==> config.mk <==
export PLATFORM = sky130hd
export DESIGN_NAME = io_event_controller
export DESIGN_NICKNAME = d
export VERILOG_FILES = /design/src/rtl/io_event_controller.sv
export SDC_FILE = /design/constraint.sdc
export NUM_CORES = 1
export LEC_CHECK = 0
export CORE_MARGIN = 2
export CORE_UTILIZATION = 52
export CTS_BUF_LIST = sky130_fd_sc_hd__clkbuf_16
export DETAILED_ROUTE_END_ITERATION = 12
export PLACE_DENSITY = 0.84
export SETUP_SLACK_MARGIN = 0.02
export SLEW_MARGIN = 20
export SYNTH_ARGS = -nofsm -noshare
export SYNTH_HDL_FRONTEND = slang
export SYNTH_SLANG_ARGS = --single-unit
==> constraint.sdc <==
create_clock -name i_clk -period 2.7 [get_ports i_clk]
set_clock_uncertainty 0.05 [all_clocks]
set_input_delay 0.675 -clock i_clk [delete_from_list [all_inputs] [get_ports i_clk]]
set_output_delay 0.675 -clock i_clk [all_outputs]
set_load 0.01 [all_outputs]
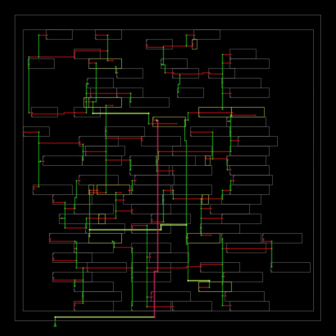
run_1/final_clocks.png
Clk power: 1.03 mW
clock buffers: 9
CTS sink count: 83
total CTS buffers: 9

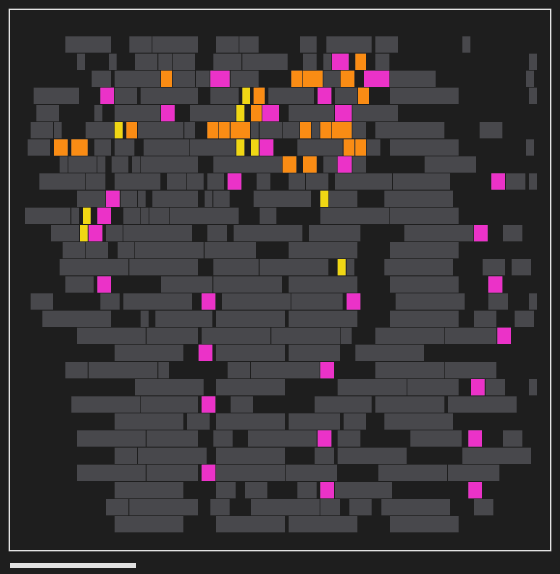
run_1/gate_families.png
Scale bar: 20 µm.
AND and OR gates: marked magenta, cells 30, where all over the die. inverting AOI/OAI gates: marked orange, cells 21. inverters: marked yellow, cells 9.
most numerous logic cell after layout: edfxtp_1
non-filler cells, final: 357
Comb/total area: 0.252

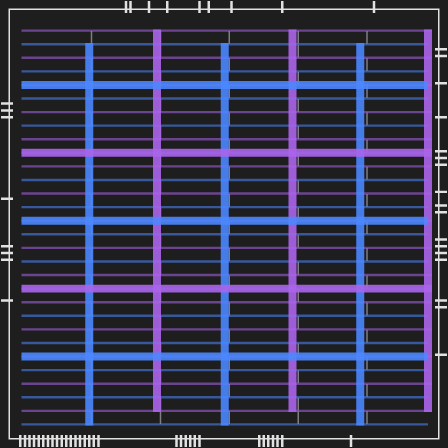
run_1/pdn.png
Pins as bars on the die edge. Tap cells in grey.
VSS: marked blue. VDD: marked purple.
30 met1 rails follow the rows. 65 signal pins sit on the boundary. 77 tap cells. 5 straps on met5. The core has 29 rows.
Core ar.: 6420 µm²
chip width: 85.7 µm

==> results.yml, run 1 <==
# implementation run metrics
outcome:
  status: "finished clean"
setup_path:
  reg2regPathDepth: 9
  endpoint_kind: "primary output"
  path_delay_family: "multiplexers"
  max_stage_delay_ns: 0.51
  path_buffers: 2
  start_kind: "flip-flop"
  critical_path_peak_fanout: 16
  reg2reg_slack_ns: 0.35
  path_cells: "buf_12 -> mux4_2 -> and2_1 -> dlygate4sd2_1"
  crit_required_ns: 1.98
  cp_slowest_cell: "mux4_2"
  arrival_ns: 1.84
  path_depth: 4
  critPathKind: "flip-flop to primary output"
yosys:
  synthMuxAreaShare: 0.112
  ys_cells: 222
  syn-mean-instance-area_um2: 15.6
  synthFlopType: "edfxtp_1"
  yosysChipArea_um2: 3470
  largest_area_cell: "edfxtp_1"
  netlist_instances: 222
  synthXorXnorAreaFrac: 0.0151
  edf_count: 64
  yosys-top-cells-area: "edfxtp_1 (55%), dfxtp_1 (11%), mux4_2 (10%)"
  ys_top_logic_family: "multiplexers"
  synthAoiAreaFrac: 0.0450
  ys_warn_count: 0
  yosysUniqueCellTypes: 35
  synthSimpleGateAreaFrac: 0.0879
  ys_sh_adder: 0.0382
  synthArstFlopShare: 0
  top_cells_by_count: "edfxtp_1 (64), and2_1 (20), dfxtp_1 (19), mux4_2 (16), nor2_1 (11)"
  ys_seq_frac: 0.663
  yosys.area.top_type_share: 0.553
  top_cell: "edfxtp_1"
  synthesis.area_um2: 3470
  ys_ff: 83
routing:
  wl_mm: 5.94
  firstDrtPassIters: 6
  final_antenna_net_count: 0
  drtIter0Drc: 131
  vias_per_cell: 5.36
  num_vias: 1913
  drc: 0
  wl_per_cell_um: 16.6
final_layout:
  largest_reg_flops: 64
  regArea_um2: 2300
  combGateArea_um2: 1070
  lay_top_cells: "edfxtp_1 (64), clkdlybuf4s50_1 (25), and2_1 (20), dfxtp_1 (19)"
  stdcell_area_um2: 4240
  num-nets-final: 321
  syn2layout_area_growth_pct: 22.2
  drive_above_1_share: 0.154
  nFillCells: 443
  antenna_cells: 0
timing:
  setup_tns_ns: 0
  finalHoldViolCount: 0
  fin_crit_ns: 2.56
  drv_slew: 0
  fmax_ghz: 0.390
  setup_viol: 0
  finalClockPeriodUsage: 0.949
  worst_slack_ns: 0.138
  grt_setup_unrepaired: "no"
  timing.hold.ws_ns: 0.449
placement:
  pre_cts_ws_ns: -0.0455
  io_buffers: 41
  hpwl_mm: 3.79
  place_area_um2: 4010
  place.gp.congestion: 0.772
grt:
  grt-ovfl-total: 0
  grt_pass1_wl_mm: 9.45
  grt_pass1_vias: 2001
  grt_max_degree: 17
  antenna_found_initial: 0
  grtUsageTotal: 0.175
clocking:
  cts_tree: "built"
  htree_levels: 3
  clk_path_buf_depth: 2
  insertion_delay_ns: 0.32
  post-cts-setup-buffer-count: 0
  cts-root-buf: "clkbuf_16"
  clk_pin_slew_worst_paths_ns: 0.06
floorplanning:
  fp_util: 0.541
  die_area_um2: 7350
  row_count: 29
  ios: 65
hold_path:
  min_path_cells: 2
  hold_path_class: "flip-flop to flip-flop"
flow_run:
  warning_count: 46
  cap_violations: 0
power:
  leakage_nw: 1.55
  power.density_nw_per_um2: 891
  vdd_drop_max_uv: 599
-- run 1: tightest hold or removal path: cells and delay by family, from the launching register on --
family | cells | cell delay (ns)
DFF | 1 | 0.33
and+or+nand+nor | 1 | 0.08
AOI/OAI and AO/OA | 1 | 0.04
-- run 1: metal layers --
layer | global-route usage | share of wire | vias up
li1 | - | - | 921
met1 | 0.210 | 0.41 | 943
met2 | 0.295 | 0.54 | 45
met3 | 0.0472 | 0.038 | 4
met4 | 0.0866 | 0.013 | 0
met5 | 0 | 0 | -
-- run 1: cell families after synthesis --
kind of cell	Yosys count
compound gates	25
fa+ha+maj	10
mux	19
simple gates	52
buf+inv	26
xor+xnor	6
flops	83
other cells	1
-- run 1: cell type report --
cell class	instances	area share
flip-flops and latches	83	0.543
multi-input cells	120	0.252
repair buffers	53	0.116
clock buffers	9	0.0531
well taps	77	0.0227
inverters	9	0.00796
clock inverters	6	0.00590
-- run 1: power breakdown --
part           internal [mW]  switching, mW
clock                  0.600          0.427
sequential              1.55         0.0777
combinational          0.575          0.545
total                   2.73           1.05
-- run 1: stage by stage --
stage / std cells / util / total power [mW]
after floorplan: 229 / - / 2.35
after global placement: 342 / 0.625 / 2.83
after detailed placement: 342 / 0.625 / 2.87
after CTS: 357 / 0.661 / 3.82
after global routing: 357 / 0.661 / 3.98
final: 357 / 0.661 / 3.78
-- run 1: repair_timing --
action / CTS / global route
resized: 16 / 0
hold buffers: 0 / 0
endpoints found under the setup margin: 16 / 0
==> inputs of run 2 (changes only) <==
CAP_MARGIN = 20   (was unset)
CORE_MARGIN = 5   (was 2)
CTS_BUF_LIST = sky130_fd_sc_hd__clkbuf_8 sky130_fd_sc_hd__clkbuf_16   (was sky130_fd_sc_hd__clkbuf_16)
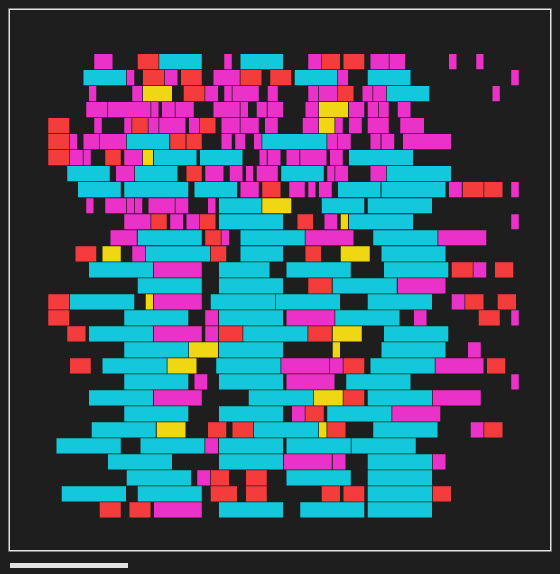
run_2/cell_classes.png
Scale bar: 20 µm.
all other logic: marked magenta, cells 129, share of their area 27%. clock drivers and dummy loads: marked yellow, cells 16, share of their area 3.9%. other buffers and delay cells: marked red, cells 57, share of their area 13%. flip-flops: marked cyan, cells 83, share of their area 56%.
Core Util, Final: 0.652
post-layout instance area: 4190 µm²
row count: 29

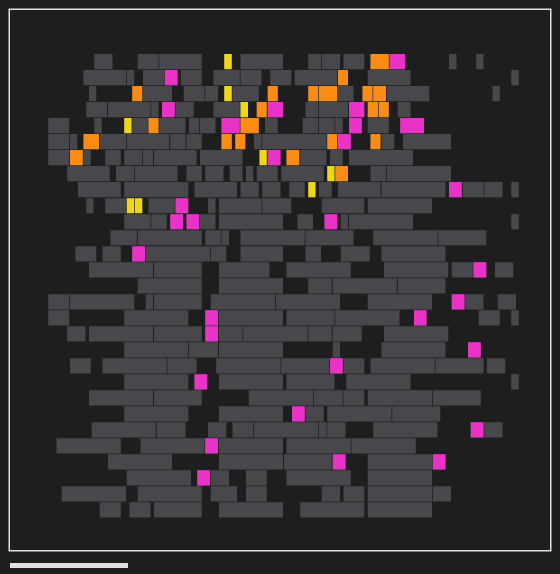
run_2/gate_families.png
Scale bar: 20 µm.
inverters: marked yellow, cells 9. AND and OR gates: marked magenta, cells 30. inverting AOI/OAI gates: marked orange, cells 21.
non-filler cells, final: 362
Comb/total area: 0.255

==> results.yml, run 2 <==
# implementation run metrics
clocking:
  clk_pin_slew_worst_paths_ns: 0.08
  insertion_delay_ns: 0.34
  post-cts-setup-buffer-count: 0
  cts_hold_buf: 0
  cts_buffers: 9
  cts_tree: "built"
  cts-root-buf: "clkbuf_8"
  clk_path_buf_depth: 2
  clock_sinks: 83
  htree_levels: 3
hold_path:
  hold_path_class: "flip-flop to flip-flop"
  min_path_cells: 2
final_layout:
  final_layout_top_logic_cell: "edfxtp_1"
  syn2layout_area_growth_pct: 20.6
  drive_above_1_share: 0.172
  antenna_cells: 0
  lay_top_cells: "edfxtp_1 (64), clkdlybuf4s50_1 (25), and2_1 (20), dfxtp_1 (18), mux4_2 (16)"
  largest_reg_flops: 64
  nFillCells: 456
  num-nets-final: 325
routing:
  num_vias: 1924
  final_antenna_net_count: 0
  wl_mm: 6.11
  vias_per_cell: 5.31
  firstDrtPassIters: 4
  drtIter0Drc: 91
  drc: 0
  wl_per_cell_um: 16.9
yosys:
  top_cells_by_count: "edfxtp_1 (64), and2_1 (20), dfxtp_1 (19), mux4_2 (16), nor2_1 (11)"
  yosysChipArea_um2: 3470
  top_cell: "edfxtp_1"
  yosys-top-cells-area: "edfxtp_1 (55%), dfxtp_1 (11%), mux4_2 (10%)"
  synthFlopType: "edfxtp_1"
  synthesis.area_um2: 3470
  edf_count: 64
  largest_area_cell: "edfxtp_1"
  ys_warn_count: 0
  synthArstFlopShare: 0
  ys_seq_frac: 0.663
  netlist_instances: 222
  ys_cells: 222
  syn-mean-instance-area_um2: 15.6
  yosysUniqueCellTypes: 35
  yosys.area.top_type_share: 0.553
  ys_ff: 83
floorplanning:
  fp_util: 0.541
  ios: 65
  die-width_um: 91.7
  die_h_um: 91.7
  core_area_um2: 6420
  die_area_um2: 8410
power:
  power.density_nw_per_um2: 839
  p_total_mw: 3.52
  leakage_nw: 1.54
  vdd_drop_max_uv: 499
timing:
  drv_slew: 0
  timing.hold.ws_ns: 0.436
  finalHoldViolCount: 0
  fmax_ghz: 0.394
  setup_viol: 0
  grt_setup_unrepaired: "no"
  fin_crit_ns: 2.54
  finalClockPeriodUsage: 0.940
setup_path:
  reg2reg_slack_ns: 0.37
  crit_required_ns: 1.98
  start_kind: "flip-flop"
  reg2regPathDepth: 9
  endpoint_kind: "primary output"
  arrival_ns: 1.81
  critical_path_peak_fanout: 5
  critPathKind: "flip-flop to primary output"
placement:
  placed_cells: 346
  place.gp.congestion: 0.768
  io_buffers: 41
  hpwl_mm: 4.23
  place_area_um2: 4030
grt:
  use_met3: 0.0376
  grtUsageMet2: 0.271
  use_met1: 0.179
  grt-busiest-layer: "met2"
  grt_max_degree: 19
  grtUsageTotal: 0.155
  grt_pass1_vias: 2021
  antenna_found_initial: 0
  grt_pass1_wl_mm: 9.87
  grt-ovfl-total: 0
outcome:
  status: "finished clean"
flow_run:
  cap_violations: 0
  warning_count: 47
## run 2: final cells by class
class,instances,area [µm²],area share
inverter,9,33.8,0.00806
multi-input combinational,120,1070,0.255
tap,77,96.3,0.0230
sequential,83,2310,0.550
timing repair buffer,57,526,0.125
clock buffer,9,124,0.0296
clock inverter,7,36.3,0.00866
## run 2: cell families after synthesis
group           count (synthesis)  synth area share
mux                            19             0.112
xor+xnor                        6            0.0151
buf+inv                        26            0.0375
simple gates                   52            0.0879
compound gates                 25            0.0450
flops                          83             0.663
fa+ha+maj                      10            0.0382
other cells                     1           0.00108
## run 2: repair_timing
action	in CTS	in global routing
resized	18	3
cloned	0	0
setup endpoints to repair	16	1
## run 2: worst max-delay path, cell delays in order (launching register included)
cell,delay [ns]
dfxtp_4,0.37
buf_6,0.14
mux4_2,0.49
and2_1,0.18
dlygate4sd2_1,0.30
## run 2: metal layers
layer	vias to the layer above	routed length, µm
li1	927	-
met1	940	2520
met2	47	3190
met3	10	266
met4	0	139
met5	-	0
## run 2: where the power goes
part	switching [mW]	internal [mW]	total (mW)
Clock	0.415	0.321	0.737
Sequential	0.0819	1.55	1.64
Combinational	0.553	0.590	1.14
## run 2: stage by stage
stage	setup slack [ns]	TNS, ns	util
5_1_grt	0.0722	0	0.652
2_1_floorplan	0.305	0	-
3_3_place_gp	0.00859	0	0.628
3_5_place_dp	-0.0411	-0.0411	0.628
4_1_cts	-0.0511	-0.0511	0.651
6_report	0.162	0	0.652
No activity file was given, so power comes from the tool's default toggle rates.
